### src/rtl/serial_master.sv
// serial_master: clocked serial master with a tick divider and LEAD/SHIFT/TRAIL chip-select framing.
// Optional SERIAL_MASTER_LOOPBACK_EN: samples the internal out_serial value instead of in_serial.
module serial_master #(
   parameter int   MAIN_CLK_HZ          = 50_000_000,
   parameter int   SERIAL_CLK_HZ        = 10_000,
   parameter int   BITS                 = 8,
   parameter int   NUM_SLAVES           = 4,
   parameter logic CPOL                 = 1'b1,
   parameter logic CPHA                 = 1'b1,
   parameter logic LOWBIT_FIRST         = 1'b1,
   parameter logic SERIAL_DATA_INACTIVE = 1'b1,
   localparam int  SW                   = (NUM_SLAVES > 1) ? $clog2(NUM_SLAVES) : 1
) (
   input  logic                  in_clk,
   input  logic                  in_rst,
   input  logic                  in_enable,
   input  logic [SW-1:0]         in_slave_sel,
   input  logic [BITS-1:0]       in_parallel,
   input  logic                  in_serial,
   output logic                  out_serial,
   output logic                  out_clk,
   output logic [NUM_SLAVES-1:0] out_cs_n,
   output logic                  out_ready,
   output logic                  out_next_word,
   output logic                  out_word_finished,
   output logic [BITS-1:0]       out_parallel
);
   localparam int HALF = MAIN_CLK_HZ / (2 * SERIAL_CLK_HZ);
   localparam int DW   = (HALF > 1) ? $clog2(HALF) : 1;
   localparam int EW   = $clog2(2 * BITS + 1);
   localparam int IW   = $clog2(BITS);

   typedef enum logic [1:0] {IDLE, LEAD, SHIFT, TRAIL} state_t;

   state_t                state_q, state_d;
   logic [DW-1:0]         div_q, div_d;
   logic [EW-1:0]         edge_q, edge_d, pos_raw, cnt;
   logic [BITS-1:0]       tx_q, tx_d, rx_q, rx_d, par_q, par_d;
   logic [NUM_SLAVES-1:0] cs_q, cs_d, cs_sel;
   logic                  clk_q, clk_d, fin_q, fin_d;
   logic                  tick, last, samp, smp_bit;
   logic [IW-1:0]         idx;

   assign tick    = (state_q != IDLE) && (div_q == DW'(HALF - 1));
   assign last    = edge_q == EW'(2 * BITS - 1);
   assign samp    = edge_q[0] == CPHA;
   // edge_q counts completed edges; the active bit advances only on non-sample edges
   assign pos_raw = (CPHA && edge_q != '0) ? edge_q - 1'b1 : edge_q;
   assign cnt     = ((pos_raw >> 1) > EW'(BITS - 1)) ? EW'(BITS - 1) : (pos_raw >> 1);
   assign idx     = IW'(LOWBIT_FIRST ? cnt : EW'(BITS - 1) - cnt);

   assign out_serial        = (state_q == IDLE) ? SERIAL_DATA_INACTIVE : tx_q[idx];
   assign out_clk           = clk_q;
   assign out_cs_n          = cs_q;
   assign out_ready         = state_q == IDLE;
   assign out_word_finished = fin_q;
   assign out_parallel      = par_q;

`ifdef SERIAL_MASTER_LOOPBACK_EN
   assign smp_bit = out_serial;
`else
   assign smp_bit = in_serial;
`endif

   always_comb begin
      cs_sel = '1;
      for (int i = 0; i < NUM_SLAVES; i++)
         if (in_slave_sel == SW'(i)) cs_sel[i] = 1'b0;
   end

   always_comb begin
      state_d       = state_q;
      div_d         = (state_q == IDLE || tick) ? '0 : div_q + 1'b1;
      edge_d        = edge_q;
      tx_d          = tx_q;
      rx_d          = rx_q;
      par_d         = par_q;
      cs_d          = cs_q;
      clk_d         = CPOL;
      fin_d         = 1'b0;
      out_next_word = 1'b0;
      case (state_q)
         IDLE: if (in_enable) begin
            tx_d    = in_parallel;
            cs_d    = cs_sel;
            edge_d  = '0;
            state_d = LEAD;
         end
         LEAD: if (tick) state_d = SHIFT;
         SHIFT: begin
            clk_d = clk_q;
            if (tick) begin
               clk_d  = ~clk_q;
               edge_d = edge_q + 1'b1;
               if (samp) rx_d[idx] = smp_bit;
               if (last) begin
                  par_d  = rx_d;
                  fin_d  = 1'b1;
                  edge_d = '0;
                  if (in_enable) begin
                     tx_d          = in_parallel;
                     out_next_word = 1'b1;
                  end else begin
                     state_d = TRAIL;
                  end
               end
            end
         end
         TRAIL: if (tick) begin
            cs_d    = '1;
            state_d = IDLE;
         end
         default: state_d = IDLE;
      endcase
   end

   always_ff @(posedge in_clk) begin
      if (in_rst) begin
         state_q <= IDLE;
         div_q   <= '0;
         edge_q  <= '0;
         tx_q    <= '0;
         rx_q    <= '0;
         par_q   <= '0;
         cs_q    <= '1;
         clk_q   <= CPOL;
         fin_q   <= 1'b0;
      end else begin
         state_q <= state_d;
         div_q   <= div_d;
         edge_q  <= edge_d;
         tx_q    <= tx_d;
         rx_q    <= rx_d;
         par_q   <= par_d;
         cs_q    <= cs_d;
         clk_q   <= clk_d;
         fin_q   <= fin_d;
      end
   end
endmodule

### config.mk
export PLATFORM = sky130hd
export DESIGN_NAME = serial_master
export DESIGN_NICKNAME = d
export VERILOG_FILES = /design/src/rtl/serial_master.sv
export SDC_FILE = /design/constraint.sdc
export NUM_CORES = 1
export LEC_CHECK = 0
export ABC_AREA = 1
export CORE_ASPECT_RATIO = 1.75
export CORE_MARGIN = 4
export CORE_UTILIZATION = 50
export DETAILED_ROUTE_END_ITERATION = 10
export GPL_ROUTABILITY_DRIVEN = 0
export HOLD_SLACK_MARGIN = 0.05
export PLACE_DENSITY = 0.75
export SYNTH_ARGS = -nofsm -noshare
export SYNTH_HDL_FRONTEND = slang
export SYNTH_SLANG_ARGS = --single-unit
### constraint.sdc
create_clock -name in_clk -period 1.95 [get_ports in_clk]
set_input_delay 0.39 -clock in_clk [delete_from_list [all_inputs] [get_ports in_clk]]
set_output_delay 0.39 -clock in_clk [all_outputs]
set_load 0.02 [all_outputs]
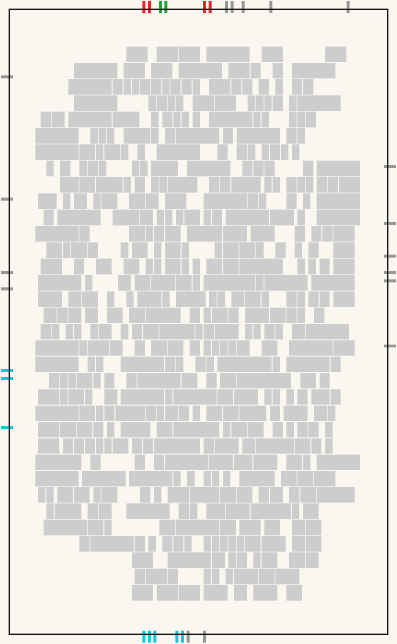
io_placement.png
Scale: 6 px per um. Pins as bars across the die edge, other pins in gray.
- green: `in_slave_sel` (pins 2; direction input; edge top)
- cyan: `in_parallel` (pins 8; direction input; edge 5 bottom, 3 left)
- red: `out_cs_n` (pins 4; direction output; edge top)
- all pins by edge: 11 top, 7 left, 7 bottom, 6 right
I/O Buffers: 30
Die X-Extent: 62.8 um
Die H: 104 um

==> impl_metrics.env <==
# flow metrics
export IMPL_peakVddDrop_v=0.000680
export IMPL_setup_ws_ps=-360
export IMPL_cts_tree="done"
export IMPL_synth_avg_cell_area_sq_um=7.13
export IMPL_status="complete, but fails checks"
export IMPL_failed_checks="setup timing"
export IMPL_finalSetupViolations=6
export IMPL_met3_usage_pct=3.24
export IMPL_cp_required_ps=1560
export IMPL_route_final_wire_length_um=7240
export IMPL_fin_tns_setup_ps=-1190
export IMPL_initCoreUtil_pct=52.4
export IMPL_antenna_found_initial=0
export IMPL_antenna_diode_count=0
export IMPL_cp_common_cell="nand2_1"
export IMPL_r2r_slack_ps=-200
export IMPL_slew_headroom_pct=67.5
export IMPL_numCtsBuffers=5
export IMPL_power_leakage_nw=1.63
export IMPL_warning_count=33
export IMPL_syn_area_sq_mm=0.00263
export IMPL_grt_use_total_pct=22.2
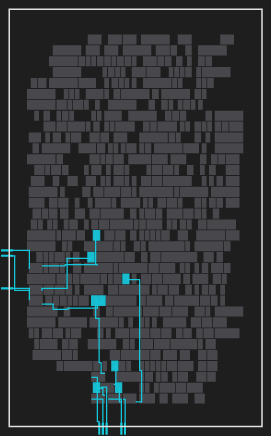
io_fan.png
Scale: 4 px per um.
- cyan: `in_parallel` (bits 8; direction input; end cells 8; wire 212 um)
I/O Pins: 31

## power by group
| group | internal (W) | switching [W] | leakage (nW) |
|---|---|---|---|
| logic | 0.000602 | 0.000838 | 1.18 |
| clock network | 0.000288 | 0.000345 | 0.0512 |
| registers | 0.00110 | 0.0000546 | 0.399 |
| total | 0.00199 | 0.00124 | 1.63 |
## layer usage
metal  vias to the layer above  part of all wire, %
met5                         -                    0
met4                         0                  5.2
met3                        26                  2.4
met2                        61                   56
met1                      1283                   36
li1                       1398                    -
## placed cells by master, fill, tap and decap left out, drive strengths merged, types with 7 or more instances in the layout
cell type / Yosys / layout
a21oi: 37 / 37
nor3: 9 / 9
inv: 46 / 46
o21ai: 22 / 22
nor2: 36 / 36
nand3: 43 / 43
dfxtp: 49 / 49
nand2: 88 / 88
ha: 7 / 7
clkdlybuf4s50: 0 / 27
buf: 4 / 70
## cells by family (layout without fill, tap and decap cells)
family / after synthesis / count (layout) / share of synthesized area, %
xor+xnor: 3 / 3 / 0.999
compound gates: 64 / 64 / 13.8
fa+ha+maj: 7 / 7 / 3.33
flops: 49 / 49 / 37.3
simple gates: 190 / 190 / 35.9
buf+inv: 56 / 154 / 8.71
## cells in the mapped netlist, drive strengths merged
library cell / number / area share, %
a21oi: 37 / 7.9
a31oi: 1 / 0.24
and3: 2 / 0.48
buf: 4 / 1.2
clkbuf: 4 / 0.57
clkinv: 2 / 0.33
dfxtp: 49 / 37
ha: 7 / 3.3
inv: 46 / 6.6
nand2: 88 / 13
nand3: 43 / 8.9
nand3b: 2 / 1.0
nand4: 5 / 1.4
nor2: 36 / 7.0
nor3: 9 / 2.3
nor4: 2 / 0.48
o211ai: 3 / 1.0
o21ai: 22 / 4.2
o21bai: 1 / 0.43
or2: 3 / 0.71
xnor2: 2 / 0.67
xor2: 1 / 0.33
## repair_timing
action                                  CTS  global route
buffers inserted                          9             6
endpoints found under the setup margin    3            22
resized                                  33            15
pin swaps                                16            11
## worst max-delay path by stage
stage	startpoint	to
floorplan	edge_q[0]	out_serial
global placement	edge_q[1]	out_serial
detailed placement	edge_q[1]	out_serial
CTS	edge_q[1]	out_serial
global route	edge_q[0]	out_serial
finish	edge_q[0]	out_serial
## cell type report
| class | count | area (sq um) | share of cell area, % |
|---|---|---|---|
| clock inverter | 2 | 13.8 | 0.371 |
| tap | 54 | 67.6 | 1.82 |
| inverter | 48 | 181 | 4.90 |
| multi-input combinational | 264 | 1550 | 41.8 |
| clock buffer | 6 | 82.6 | 2.23 |
| timing repair buffer | 98 | 823 | 22.2 |
| sequential | 49 | 988 | 26.7 |
## worst register-to-register path: stages (launching register included)
cell and delay (ps):
dfxtp_2 360, inv_2 60, ha_4 190, buf_4 150
xnor2_2 120, nand4_1 110, inv_1 80, buf_4 130
buf_4 120, buf_4 120, buf_4 120, buf_4 130
buf_4 130, nand3_1 60, nand2_1 80, a21oi_1 140
## state kept, by name, indices dropped and copies added (netlist names)
| signal | count |
|---|---|
| out_word_finished | 1 |
| div_q | 12 |
| rx_q | 8 |
| edge_q | 5 |
| out_parallel | 8 |
| state_q | 2 |
| out_cs_n | 4 |
| out_clk | 1 |
| tx_q | 8 |
Power is estimated from default activity; no workload was simulated.
